**config.mk**
```make
export PLATFORM = sky130hd
export DESIGN_NAME = mem_axis_dma_ctrl
export DESIGN_NICKNAME = d
export VERILOG_FILES = /design/src/rtl/mem_axis_dma_ctrl.sv
export SDC_FILE = /design/constraint.sdc
export NUM_CORES = 1
export LEC_CHECK = 0
export CAP_MARGIN = 20
export CORE_MARGIN = 5
export CORE_UTILIZATION = 41
export DETAILED_ROUTE_END_ITERATION = 10
export PLACE_DENSITY_LB_ADDON = 0.2
export SKIP_LAST_GASP = 1
export SYNTH_ARGS = -nofsm -noshare
export SYNTH_HDL_FRONTEND = slang
export SYNTH_SLANG_ARGS = --single-unit
export TNS_END_PERCENT = 5
```
**constraint.sdc**
```tcl
create_clock -name clk -period 2.95 [get_ports clk]
set_input_delay 0.4425 -clock clk [delete_from_list [all_inputs] [get_ports clk]]
set_output_delay 0.4425 -clock clk [all_outputs]
set_load 0.1 [all_outputs]
```
**src/rtl/mem_axis_dma_ctrl.sv**
```systemverilog
// mem_axis_dma_ctrl: memory-to-AXI-Stream DMA that packs bytes little-endian into 32-bit beats
// Ports:
//   clk, rst (async, active-low)
//   start/src_addr/byte_len -> command in; busy/done -> status out
//   host_req/host_addr/host_wdata/host_we -> host requester; host_gnt/host_rdata/host_rvalid -> host response
//   mem_addr/mem_wdata/mem_we/mem_re -> byte-wide memory port; mem_rdata valid the cycle after mem_re
//   m00_axis_* -> 32-bit AXI-Stream master with tstrb and tlast
module mem_axis_dma_ctrl #(
  parameter int ADDR_WIDTH = 16,
  parameter int LEN_WIDTH = 16,
  parameter int C_AXIS_TDATA_WIDTH = 32
) (
  input  logic                            clk,
  input  logic                            rst,
  input  logic                            start,
  input  logic [ADDR_WIDTH-1:0]           src_addr,
  input  logic [LEN_WIDTH-1:0]            byte_len,
  output logic                            busy,
  output logic                            done,
  input  logic                            host_req,
  input  logic [ADDR_WIDTH-1:0]           host_addr,
  input  logic [7:0]                      host_wdata,
  input  logic                            host_we,
  output logic                            host_gnt,
  output logic [7:0]                      host_rdata,
  output logic                            host_rvalid,
  output logic [ADDR_WIDTH-1:0]           mem_addr,
  output logic [7:0]                      mem_wdata,
  output logic                            mem_we,
  output logic                            mem_re,
  input  logic [7:0]                      mem_rdata,
  output logic [C_AXIS_TDATA_WIDTH-1:0]   m00_axis_tdata,
  output logic [C_AXIS_TDATA_WIDTH/8-1:0] m00_axis_tstrb,
  output logic                            m00_axis_tvalid,
  input  logic                            m00_axis_tready,
  output logic                            m00_axis_tlast
);
  typedef enum logic [1:0] {IDLE, FETCH, SEND, DONE} state_t;
  state_t state, state_nx;
  logic [ADDR_WIDTH-1:0] cur_addr;
  logic [LEN_WIDTH-1:0] remaining;
  logic [2:0] issued;
  logic [1:0] pend_lane;
  logic pend, pend_last, last_host, dma_req, dma_gnt, hs;
  // DMA asks for the port only while the current beat still has reads to issue
  assign dma_req = state == FETCH && issued != 3'd4 && remaining != '0;
  // On contention the previous contended loser wins; last_host resets low so the host wins first
  assign host_gnt = rst && host_req && (!dma_req || !last_host);
  assign dma_gnt = dma_req && !host_gnt;
  assign mem_addr = host_gnt ? host_addr : dma_gnt ? cur_addr : '0;
  assign mem_wdata = host_gnt ? host_wdata : '0;
  assign mem_we = host_gnt && host_we;
  assign mem_re = host_gnt ? !host_we : dma_gnt;
  assign host_rdata = mem_rdata;
  assign hs = m00_axis_tvalid && m00_axis_tready;
  always_ff @(posedge clk or negedge rst)
    if (!rst) state <= IDLE;
    else state <= state_nx;
  always_comb begin
    state_nx = state;
    case (state)
      IDLE:  if (start) state_nx = byte_len == '0 ? DONE : FETCH;
      FETCH: if (pend && pend_last) state_nx = SEND;
      SEND:  if (hs) state_nx = m00_axis_tlast ? DONE : FETCH;
      default: state_nx = IDLE;
    endcase
  end
  always_ff @(posedge clk or negedge rst) begin
    if (!rst) begin
      busy <= 1'b0;
      done <= 1'b0;
      host_rvalid <= 1'b0;
      last_host <= 1'b0;
      cur_addr <= '0;
      remaining <= '0;
      issued <= '0;
      pend <= 1'b0;
      pend_last <= 1'b0;
      pend_lane <= '0;
      m00_axis_tdata <= '0;
      m00_axis_tstrb <= '0;
      m00_axis_tvalid <= 1'b0;
      m00_axis_tlast <= 1'b0;
    end else begin
      if (host_req && dma_req) last_host <= host_gnt;
      host_rvalid <= host_gnt && !host_we;
      done <= state == DONE;
      pend <= dma_gnt;
      if (state == IDLE && start) begin
        busy <= 1'b1;
        cur_addr <= src_addr;
        remaining <= byte_len;
        issued <= '0;
      end
      if (state == DONE) busy <= 1'b0;
      if (dma_gnt) begin
        cur_addr <= cur_addr + 1'b1;
        remaining <= remaining - 1'b1;
        issued <= issued + 3'd1;
        pend_lane <= issued[1:0];
        pend_last <= issued == 3'd3 || remaining == LEN_WIDTH'(1);
      end
      if (pend) m00_axis_tdata[pend_lane*8 +: 8] <= mem_rdata;
      // Lanes above the final byte are already zero: tdata is cleared after every accepted beat
      if (pend && pend_last) begin
        m00_axis_tvalid <= 1'b1;
        m00_axis_tstrb <= 4'hF >> (2'd3 - pend_lane);
        m00_axis_tlast <= remaining == '0;
      end
      if (hs) begin
        m00_axis_tvalid <= 1'b0;
        m00_axis_tlast <= 1'b0;
        m00_axis_tstrb <= '0;
        m00_axis_tdata <= '0;
        issued <= '0;
      end
    end
  end
endmodule

```
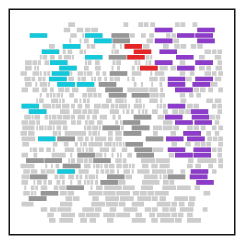
**Above:** run 1 (where the registers sit).
Scale: 2 px per um. Other sequential cells in the stronger grey, the rest of the logic in the fainter grey.
[red] m00_axis_tstrb | sequential cells: 4 | where: north
[cyan] remaining | sequential cells: 16
[purple] m00_axis_tdata | sequential cells: 32
not coloured: 30
Seq/total area: 31.1%
post-layout util: 64.5%

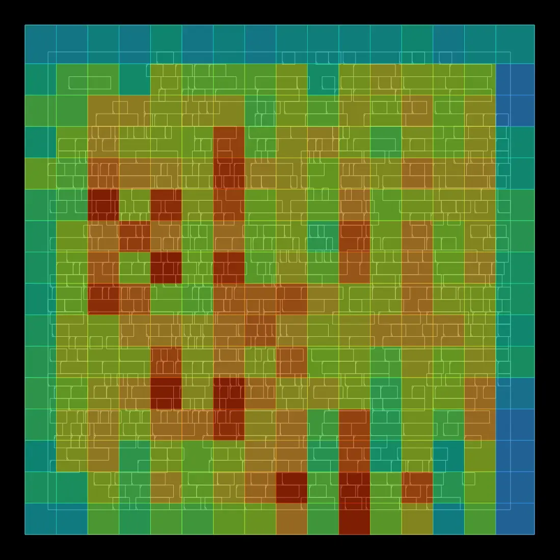
**Above:** run 1 (congestion heat map).
M1 GR Usage: 26.1%
WL per Instance: 18.1 um
met2 usage: 34.6%

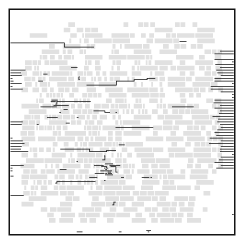
**Above:** run 1 (the metal 3 layer).
Scale: 2 px per um.
share of all routed wire: 5.4%
wire length on this layer: 703 um
met3 global-route usage: 4.80%
WL final: 13.1 mm
vias: 4,017

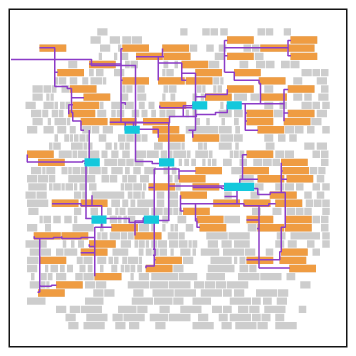
**Above:** run 1 (clock network drawn from the DEF).
Scale: 3 px per um.
[orange] flip-flops | count: 82
[purple] clock wires | length: 959 um
[cyan] clock-net drivers | count: 9
routed clock nets: 10
Clock Skew: 9.39 ps
clock share of power: 13.1%
clk ins delay skew pair: 350 ps
power in the clock group: 0.931 mW

[run 1: final timing paths]
kind	end	cells after the start
setup / recovery	mem_wdata[2]	10
hold / removal	m00_axis_tdata[3]	2
setup reg to reg	cur_addr[8]	10
hold reg to reg	m00_axis_tdata[19]	1
max in group asynchronous	issued[2]	3
min in group clk	m00_axis_tdata[19]	1
[run 1: area by class of cell]
type	instances	area share, %
sequential	82	31.1
clock buffer	10	2.08
timing repair buffer	177	29.4
multi-input combinational	298	32.6
clock inverter	6	1.46
tap	136	2.58
inverter	13	0.739
[run 1: per-layer routing]
| metal | global-route usage, % | vias to the layer above | part of all wire [%] |
|---|---|---|---|
| met5 | 0 | - | 0 |
| met4 | 5.53 | 0 | 2.1 |
| met3 | 4.80 | 26 | 5.4 |
| met2 | 34.6 | 150 | 50 |
| met1 | 26.1 | 1933 | 42 |
| li1 | - | 1908 | - |
[run 1: placed cells by master, fill, tap and decap left out, types with 10 or more instances in the layout]
cell             instances
nor3_1                  11
o21ai_0                 14
clkbuf_8                10
inv_1                   11
and2_4                  10
nor2_1                  23
a22o_4                  11
a21oi_1                 17
dfrtp_1                 82
buf_4                   73
o211ai_1                11
nand2_1                 43
ha_1                    10
clkdlybuf4s50_1         68
buf_12                  30
a22o_1                  33
nand3_1                 13
[run 1: metrics by stage]
stage / cell area (um^2) / cells / setup slack [ps] / utilization [%] / hold slack (ps)
floorplan: 4410 / 425 / -144 / - / 147
global placement: 6170 / 696 / 59.1 / 60.3 / 261
detailed placement: 6170 / 696 / 13.5 / 60.3 / 261
CTS: 6410 / 713 / -372 / 62.7 / 435
global route: 6600 / 722 / -481 / 64.5 / 189
finish: 6600 / 722 / -415 / 64.5 / 168
==> deck_impl_summary.md, run 1 <==
Physical Implementation Snapshot

Status
  – Status: complete, but fails checks
  – Failing checks: negative setup slack

Cells and area
  – Layout cells sized above 1: 28.0%
  – Storage cell area: 2050 um^2
  – Area growth syn-to-layout: 54.7%
  – Largest Register: m00_axis_tdata
  – Largest regs: m00_axis_tdata (32), cur_addr (16), remaining (16)
  – Combinational gate area: 2150 um^2
  – Final nets: 662
  – Max reg flops: 32
  – # fillers: 852

Synthesis
  – And+or+nand+nor area frac: 19.7%
  – Post-synth seq share: 48.1%
  – Cells after synthesis: 425
  – Most common cell in the synthesized netlist: dfrtp_1
  – XOR/XNOR Area Share: 0%
  – Main logic family: AND-OR/OR-AND gates
  – # Cells Yosys: 425
  – Top cells, area: dfrtp_1 48%, a22o_1 9.9%, nand2_1 3.8%
  – Post-synth top cells: 82 x dfrtp_1, 48 x a22o_1, 43 x nand2_1
  – Syn Std Cell Area: 4270 um^2
  – Distinct lib cells used: 58
  – Syn. warnings: 0
  – YS chip area: 4270 um^2
  – Main flop type: dfrtp_1
  – Post-Syn Nets: 506
  – Syn_area_per_cell: 10.0 um^2
  – Number of enable flip-flop cells: 0
  – Top cell type's share of synthesized area: 48.1%
  – Ys flops: 82
  – Synth async-reset ratio: 100%
  – Adder Share, Synth: 3.23%
  – Mux share: 0.235%
  – Aoi share: 23.5%
  – Cell taking the most area after synthesis: dfrtp_1

Critical path
  – Worst Setup SP: remaining[1]
  – Slowest stage cell, crit path: or4_4
  – Setup crit start kind: flip-flop
  – Reg-to-reg slack, setup: 290 ps
  – Crit path DRT: 2510 ps
  – Most used cell, CP: and2_4
  – CP bufs+invs: 4
  – Crit Path Category: flip-flop to primary output
  – Reg2reg start: remaining[1]
  – Critical Path AT: 2920 ps
  – Worst setup EP type: primary output
  – CP max FO: 7
  – Critical path's top delay family: simple AND/OR/NAND/NOR gates
  – Crit-path max cell delay: 550 ps

Power
  – PD cells: 1080 nW/um^2
  – Top power group: combinational cells
  – Worst IR drop on VDD: 0.000697 V
  – Int Pwr: 3.53 mW
  – Logic gate share of total power: 60.2%
  – NetSw: 3.59 mW
  – Switching Fraction: 50.4%
  – Flop pwr share: 26.8%
  – Seq. pwr: 1.90 mW
  – Combinational power: 4.28 mW

Floorplan
  – Die X: 112 um
  – Starting Density: 41.7%
  – Core area: 10,200 um^2
  – Die footprint: 12,500 um^2
  – Num rows: 37
  – Die y size: 112 um
  – # IOs: 146

Final timing
  – Fin worst setup slack: -415 ps
  – Final Hold Viols: 0
  – RSZ-0062 raised after global routing: yes
  – Fmax: 297 MHz
  – Final Max Tran Viols: 0
  – Fin crit period: 3360 ps
  – Slew @ Worst Pin: 686 ps
  – Setup-violating endpoint count in the final report: 27
  – Relative slew slack: 54.3%

Detailed routing
  – Detailed-route DRC error count: 0
  – Remaining antenna violation count after routing: 0
  – Drt first-iter violations: 246
  – Via-to-Cell Ratio: 5.56
  – Drt first pass iters: 5

CTS
  – CTS tree: yes
  – Number of hold buffers added after CTS: 1
  – Resized Gates After CTS: 0
  – CTS Buf Count: 9
  – Clk slew on worst S/H paths: 90 ps
  – Postcts setup bufs: 0
  – Maximum clock path buffer count: 2
  – Clk sinks: 82
  – Root Buffer Master: clkbuf_8
  – H-tree depth: 3

Place
  – Port buffer count: 145
  – Hpwl dp: 9.49 mm
  – Global placement routability congestion: 0.789

Run
  – MaxCap Viol Count: 0
  – Stage-log warning count: 35

GRT
  – First-pass GRT wire length: 21.1 mm
  – Grt ovf: 0
  – Total GRT Usage: 20.3%
  – Vias in the first global route: 4,030
  – Largest net degree at the start of global routing: 80
  – Initial antenna violation count: 0

Worst hold path
  – HP Class: primary input to async pin
**Run 1: signal wires by layer**

Scale: 2 px per um.
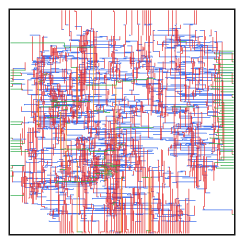

## Run 2: what changed since run 1
- REMOVE_ABC_BUFFERS: default -> 1
- SKIP_LAST_GASP: 1 -> default
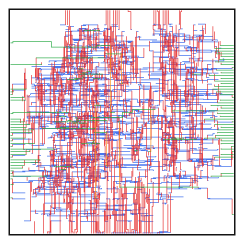
**Above:** run 2 (signal wires by layer).
Scale: 2 px per um.
[green] M3 | wire length: 932 um
[blue] M1 | wire length: 5,440 um
[red] M2 | wire length: 6,750 um
[orange] M4 | wire length: 165 um
WL final: 13.3 mm
WL per Instance: 18.3 um
vias: 4,087

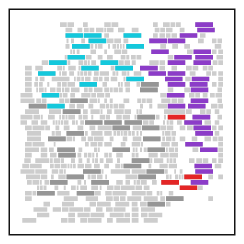
**Above:** run 2 (where the registers sit).
Scale: 2 px per um. Other sequential cells in the stronger grey, the rest of the logic in the fainter grey.
[cyan] remaining | sequential cells: 16
[red] m00_axis_tstrb | sequential cells: 4 | where: south-east
[purple] m00_axis_tdata | sequential cells: 32
not coloured: 30
post-layout util: 64.2%
Seq. pwr: 1.90 mW
Seq/total area: 31.2%
Storage cell area: 2050 um^2

==> deck_impl_summary.md, run 2 <==
Physical Implementation Snapshot

Status
  – Status: complete, but fails checks (unchanged)
  – Failing checks: negative setup slack (unchanged)

Synthesis
  – Post-synth top cells: 82 x dfrtp_1, 48 x a22o_1, 43 x nand2_1 (unchanged)
  – # Cells Yosys: 425 (unchanged)
  – YS chip area: 4270 um^2 (unchanged)
  – Synth async-reset ratio: 100% (unchanged)
  – Top cells, area: dfrtp_1 48%, a22o_1 9.9%, nand2_1 3.8% (unchanged)
  – Main flop type: dfrtp_1 (unchanged)
  – Syn Std Cell Area: 4270 um^2 (unchanged)
  – Syn_area_per_cell: 10.0 um^2 (unchanged)
  – Most common cell in the synthesized netlist: dfrtp_1 (unchanged)
  – Distinct lib cells used: 58 (unchanged)
  – Ys flops: 82 (unchanged)
  – Syn. warnings: 0 (unchanged)
  – Cell taking the most area after synthesis: dfrtp_1 (unchanged)
  – Cells after synthesis: 425 (unchanged)

Floorplan
  – Starting Density: 41.7% (unchanged)
  – Die X: 112 um (unchanged)
  – Die footprint: 12,500 um^2 (unchanged)

Power
  – Int Pwr: 3.49 mW (was 3.53 mW)
  – Worst IR drop on VDD: 0.000706 V (was 0.000697 V)
  – PD cells: 1090 nW/um^2 (was 1080 nW/um^2)
  – Logic gate share of total power: 61.5% (was 60.2%)
  – NetSw: 3.65 mW (was 3.59 mW)
  – Combinational power: 4.39 mW (was 4.28 mW)
  – Power in the clock group: 0.856 mW (was 0.931 mW)
  – Top power group: combinational cells (unchanged)

Critical path
  – Worst setup EP type: primary output (unchanged)
  – Setup crit start kind: flip-flop (unchanged)
  – CP max FO: 7 (unchanged)
  – Critical Path AT: 2810 ps (was 2920 ps)
  – Crit path DRT: 2510 ps (about the same)

GRT
  – Busiest grt layer: met2 (unchanged)
  – Grt ovf: 0 (unchanged)
  – Total GRT Usage: 21.3% (was 20.3%)
  – Vias in the first global route: 4,230 (was 4,030)
  – M1 GR Usage: 27.5% (was 26.1%)
  – Largest net degree at the start of global routing: 48 (was 80)
  – Initial antenna violation count: 0 (unchanged)
  – Met3 global-route usage: 5.28% (was 4.80%)
  – First-pass GRT wire length: 22.0 mm (was 21.1 mm)

Cells and area
  – Post-route cell area: 6570 um^2 (was 6600 um^2)
  – Largest regs: m00_axis_tdata (32), cur_addr (16), remaining (16) (unchanged)
  – Largest Register: m00_axis_tdata (unchanged)
  – Layout cells sized above 1: 28.9% (was 28.0%)
  – Final nets: 667 (was 662)
  – Post-route insts no fill: 727 (was 722)
  – # fillers: 820 (was 852)
  – Area growth syn-to-layout: 54.0% (was 54.7%)
  – Max reg flops: 32 (unchanged)

Place
  – Port buffer count: 145 (unchanged)
  – Placed cells: 700 (was 696)
  – Place WS: -11.9 ps (was 13.5 ps)
  – Global placement routability congestion: 0.807 (was 0.789)
  – Hpwl dp: 9.78 mm (was 9.49 mm)
  – Post-DP Area: 6070 um^2 (was 6170 um^2)

Detailed routing
  – Drt first-iter violations: 206 (was 246)
  – Met3 WL: 932 um (was 703 um)
  – Drt first pass iters: 5 (unchanged)
  – Remaining antenna violation count after routing: 0 (unchanged)
  – Max layer used: met4 (unchanged)
  – Via-to-Cell Ratio: 5.62 (was 5.56)
  – Detailed-route DRC error count: 0 (unchanged)
  – Metal-1 WL: 5.44 mm (was 5.56 mm)

Final timing
  – Slew @ Worst Pin: 800 ps (was 686 ps)
  – RSZ-0062 raised after global routing: yes (unchanged)
  – Hold Slack: 168 ps (about the same)
  – Setup-violating endpoint count in the final report: 27 (unchanged)
  – Fmax: 307 MHz (was 297 MHz)
  – Fin crit period: 3250 ps (was 3360 ps)
  – Clock Skew: 10.8 ps (was 9.39 ps)
  – Fin worst setup slack: -304 ps (was -415 ps)
  – Final Hold Viols: 0 (unchanged)

Run
  – Stage-log warning count: 33 (was 35)

CTS
  – H-tree depth: 3 (unchanged)
  – CTS Buf Count: 9 (unchanged)
  – Clk sinks: 82 (unchanged)
  – Clk slew on worst S/H paths: 90 ps (about the same)
  – Number of hold buffers added after CTS: 0 (was 1)
  – Maximum clock path buffer count: 2 (unchanged)
  – CTS tree: yes (unchanged)
  – Clk ins delay skew pair: 340 ps (was 350 ps)

Worst hold path
  – HP Class: primary input to async pin (unchanged)
run 2: cell counts after synthesis:
No cell type changed its count.
run 2: path summary, 6_finish.rpt:
kind	start	end	slack, ps	depth (start not counted)
max	remaining[4]	mem_addr[7]	-300	8
min	rst	m00_axis_tstrb[3]	170	2
max reg2reg	remaining[4]	cur_addr[10]	290	8
min reg2reg	m00_axis_tdata[6]	m00_axis_tdata[6]	510	1
max in group asynchronous	rst	m00_axis_tdata[18]	1810	3
min in group clk	m00_axis_tdata[6]	m00_axis_tdata[6]	510	1
run 2: layout make-up:
| class | count | area, um^2 | area share (%) |
|---|---|---|---|
| Clock inverter | 6 | 72.6 | 1.10 |
| Inverter | 13 | 53.8 | 0.819 |
| Sequential cell | 82 | 2050 | 31.2 |
| Clock buffer | 10 | 138 | 2.09 |
| Timing Repair Buffer | 182 | 1920 | 29.2 |
| Tap cell | 136 | 170 | 2.59 |
| Multi-Input combinational cell | 298 | 2170 | 33.0 |
run 2: kinds of logic after synthesis:
family                   count (synthesis)  share of synthesized area (%)
AND/OR/NAND/NOR                        157                           19.7
multiplexers                             1                          0.235
flip-flops                              82                           48.1
adder cells (fa/ha/maj)                 11                           3.23
buffers and inverters                   45                           5.22
AND-OR/OR-AND                          129                           23.5
run 2: timing repair:
action / in CTS / in global routing
gates resized: 26 / 13
endpoints found under the setup margin: 27 / 27
pin swaps: 31 / 5
cloned: 2 / 0
buffers inserted: 10 / 1
run 2: worst max-delay path, cell delays in order (launching register included):
cell and delay (ps):
dfrtp_1 390, or4_4 550, or4_4 550, and2_4 170, a21oi_4 170, buf_6 130
buf_12 130, a22o_1 190, buf_12 180
## Run 3: what changed since run 2
- SLEW_MARGIN: default -> 10
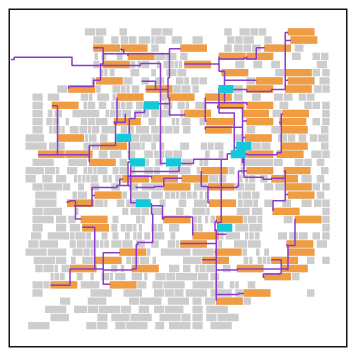
**Above:** run 3 (clock network drawn from the DEF).
Scale: 3 px per um.
[cyan] clock-net drivers | count: 9
[orange] flip-flops | count: 82
[purple] clock wires | length: 1,010 um
routed clock nets: 10
flops lie: spread over the die
Clock Skew: 10.8 ps
clk ins delay skew pair: 340 ps
power in the clock group: 0.856 mW
clock share of power: 12.0%

==> deck_impl_summary.md, run 3 <==
Physical Implementation Snapshot

Status
  – Status: complete, but fails checks (unchanged)
  – Failing checks: negative setup slack (unchanged)

Floorplan
  – Die y size: 112 um (unchanged)
  – Num rows: 37 (unchanged)
  – Die footprint: 12,500 um^2 (unchanged)
  – Tap cells: 136 (unchanged)
  – # IOs: 146 (unchanged)
  – Die X: 112 um (unchanged)
  – Starting Density: 41.7% (unchanged)
  – Core area: 10,200 um^2 (unchanged)

Detailed routing
  – Via-to-Cell Ratio: 5.62 (unchanged)
  – Remaining antenna violation count after routing: 0 (unchanged)
  – Drt first-iter violations: 206 (unchanged)
  – Drt first pass iters: 5 (unchanged)
  – WL final: 13.3 mm (unchanged)
  – WL per Instance: 18.3 um (unchanged)
  – Max layer used: met4 (unchanged)
  – Vias: 4,087 (unchanged)
  – Met2 routed WL: 6.75 mm (unchanged)
  – Detailed-route DRC error count: 0 (unchanged)
  – Metal-1 WL: 5.44 mm (unchanged)
  – Met3 WL: 932 um (unchanged)

Place
  – Port buffer count: 145 (unchanged)
  – Hpwl dp: 9.78 mm (unchanged)
  – Global placement routability congestion: 0.807 (unchanged)
  – Placed cells: 700 (unchanged)

GRT
  – Initial antenna violation count: 0 (unchanged)
  – Largest net degree at the start of global routing: 48 (unchanged)
  – First-pass GRT wire length: 22.0 mm (unchanged)
  – Grt ovf: 0 (unchanged)
  – Vias in the first global route: 4,230 (unchanged)

Critical path
  – Worst r2r dst: cur_addr[10] (unchanged)
  – Crit Path Category: flip-flop to primary output (unchanged)
  – Crit path DRT: 2510 ps (about the same)
  – Worst path cell trace: or4_4, or4_4, and2_4, a21oi_4, buf_6, buf_12, a22o_1, buf_12 (unchanged)
  – Reg2reg start: remaining[4] (unchanged)
  – Reg-to-reg slack, setup: 290 ps (about the same)
  – Reg2reg path depth: 8 (unchanged)
  – CP max FO: 7 (unchanged)
  – Slowest stage cell, crit path: or4_4 (unchanged)
  – Crit-path max cell delay: 550 ps (about the same)
  – Critical Path AT: 2810 ps (about the same)
  – Worst setup EP type: primary output (unchanged)
  – Setup crit start kind: flip-flop (unchanged)

Cells and area
  – Seq/total area: 31.2% (unchanged)
  – Comb gates: 298 (unchanged)
  – # fillers: 820 (unchanged)
  – Combinational gate area: 2170 um^2 (unchanged)
  – Final nets: 667 (unchanged)
  – Area growth syn-to-layout: 54.0% (unchanged)
  – Post-route insts no fill: 727 (unchanged)
  – Flops: 82 (unchanged)
  – Largest Register: m00_axis_tdata (unchanged)
  – Max reg flops: 32 (unchanged)
  – Diode count: 0 (unchanged)
  – NonClk Buf Share: 29.2% (unchanged)
  – Non-clk bufs: 182 (unchanged)
  – Largest regs: m00_axis_tdata (32), cur_addr (16), remaining (16) (unchanged)
  – Clk cell area share: 3.20% (unchanged)
  – Layout cells sized above 1: 28.9% (unchanged)
  – Clk_buf instances: 10 (unchanged)
  – Inverters: 13 (unchanged)
  – Storage cell area: 2050 um^2 (unchanged)
  – Top class by area: logic gates (unchanged)
  – Top Layout Cells: 82 x dfrtp_1, 82 x buf_4, 68 x clkdlybuf4s50_1 (unchanged)
  – Combinational share of cell area: 33.0% (unchanged)

CTS
  – Clk slew on worst S/H paths: 90 ps (about the same)
  – Clk sinks: 82 (unchanged)
  – CTS Buf Count: 9 (unchanged)
  – Maximum clock path buffer count: 2 (unchanged)
  – CTS tree: yes (unchanged)
  – H-tree depth: 3 (unchanged)
  – Root Buffer Master: clkbuf_8 (unchanged)

Synthesis
  – Ys flops: 82 (unchanged)
  – Mux share: 0.235% (unchanged)
  – Top cell type's share of synthesized area: 48.1% (unchanged)
  – Adder Share, Synth: 3.23% (unchanged)
  – Syn Std Cell Area: 4270 um^2 (unchanged)
  – XOR/XNOR Area Share: 0% (unchanged)
  – Most common cell in the synthesized netlist: dfrtp_1 (unchanged)
  – Main logic family: AND-OR/OR-AND gates (unchanged)
  – Synth async-reset ratio: 100% (unchanged)
  – Main flop type: dfrtp_1 (unchanged)
  – Post-synth seq share: 48.1% (unchanged)
  – Cell taking the most area after synthesis: dfrtp_1 (unchanged)
  – Post-synth top cells: 82 x dfrtp_1, 48 x a22o_1, 43 x nand2_1 (unchanged)
  – Distinct lib cells used: 58 (unchanged)
  – Syn. warnings: 0 (unchanged)
  – Syn_area_per_cell: 10.0 um^2 (unchanged)
  – # Cells Yosys: 425 (unchanged)
  – Aoi share: 23.5% (unchanged)
  – Top cells, area: dfrtp_1 48%, a22o_1 9.9%, nand2_1 3.8% (unchanged)
  – Cells after synthesis: 425 (unchanged)
  – And+or+nand+nor area frac: 19.7% (unchanged)
  – Number of enable flip-flop cells: 0 (unchanged)
  – YS chip area: 4270 um^2 (unchanged)

Final timing
  – Setup-violating endpoint count in the final report: 27 (unchanged)
  – Fin crit period: 3250 ps (unchanged)
  – RSZ-0062 raised after global routing: yes (unchanged)
  – Slew @ Worst Pin: 800 ps (unchanged)
  – Hold Slack: 168 ps (unchanged)
  – Relative slew slack: 46.7% (unchanged)
  – Fin worst setup slack: -304 ps (unchanged)
  – Tcrit/Tclk final: 110% (unchanged)
  – Final Hold Viols: 0 (unchanged)
  – Final Max Tran Viols: 0 (unchanged)
  – Fmax: 307 MHz (unchanged)

Run
  – Stage-log warning count: 33 (unchanged)
  – MaxCap Viol Count: 0 (unchanged)

Power
  – P_leak: 2.97 nW (unchanged)
  – Worst IR drop on VDD: 0.000706 V (unchanged)
  – PD cells: 1090 nW/um^2 (unchanged)

Worst hold path
  – HP Class: primary input to async pin (unchanged)
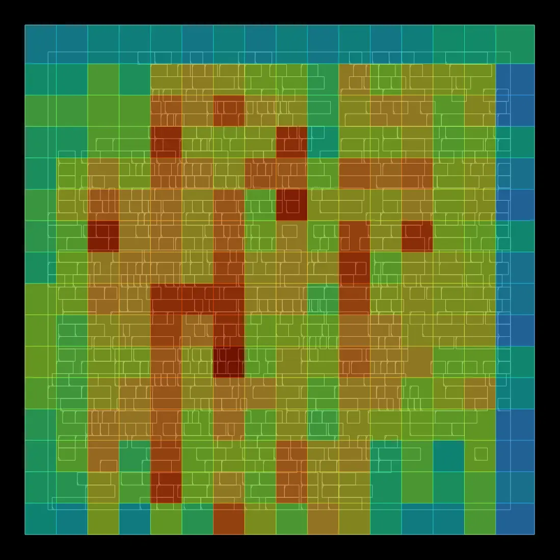
**Above:** run 3 (congestion heat map).
busiest grt layer: met2
M1 GR Usage: 27.5%
met2 usage: 36.3%
Total GRT Usage: 21.3%

==> run 3: worst max-delay path by stage <==
stage | start | to | cells after the start
after floorplan | remaining[0] | mem_addr[0] | 7
after global placement | remaining[1] | mem_addr[3] | 9
after detailed placement | remaining[1] | mem_addr[0] | 9
after CTS | remaining[1] | mem_addr[5] | 11
after global routing | remaining[4] | mem_addr[7] | 8
final | remaining[4] | mem_addr[7] | 8
==> run 3: critical path: cells and delay by family, from the launching register on <==
kind / cells / cell delay, ps
AND-OR/OR-AND: 2 / 360
buffers and inverters: 3 / 440
flip-flops: 1 / 390
AND/OR/NAND/NOR: 3 / 1270
==> run 3: cell families after synthesis <==
logic type,after synthesis
AND/OR/NAND/NOR,157
AND-OR/OR-AND,129
flip-flops,82
buffers and inverters,45
adder cells (fa/ha/maj),11
multiplexers,1
==> run 3: timing repair <==
action,in CTS,in global routing
gates cloned,2,0
endpoints found under the setup margin,27,27
resized,26,13
hold buffers,0,0
pin swaps,31,5
setup buffers,10,1
==> run 3: power breakdown <==
part / switching, mW / total [mW] / internal, mW
Clock: 0.432 / 0.856 / 0.424
Sequential: 0.404 / 1.90 / 1.49
Combinational: 2.81 / 4.39 / 1.58
Total: 3.65 / 7.14 / 3.49
==> run 3: metrics by stage <==
step | worst slack, ps | TNS, ps | area, um^2 | total power, mW | utilization, %
floorplan | -1140 | -29410 | 4090 | 4.51 | -
global placement | 45.1 | 0 | 6070 | 5.95 | 59.3
detailed placement | -11.9 | -77.7 | 6070 | 6.03 | 59.3
CTS | -370 | -8180 | 6520 | 7.08 | 63.7
global route | -364 | -8630 | 6570 | 7.52 | 64.2
finish | -304 | -6840 | 6570 | 7.14 | 64.2
==> run 3: layer usage <==
layer	vias up	GRT usage, %
met5	-	0
met2	146	36.3
met1	2016	27.5
met4	0	5.21
li1	1912	-
met3	13	5.28
Power and IR drop assume default switching activity.
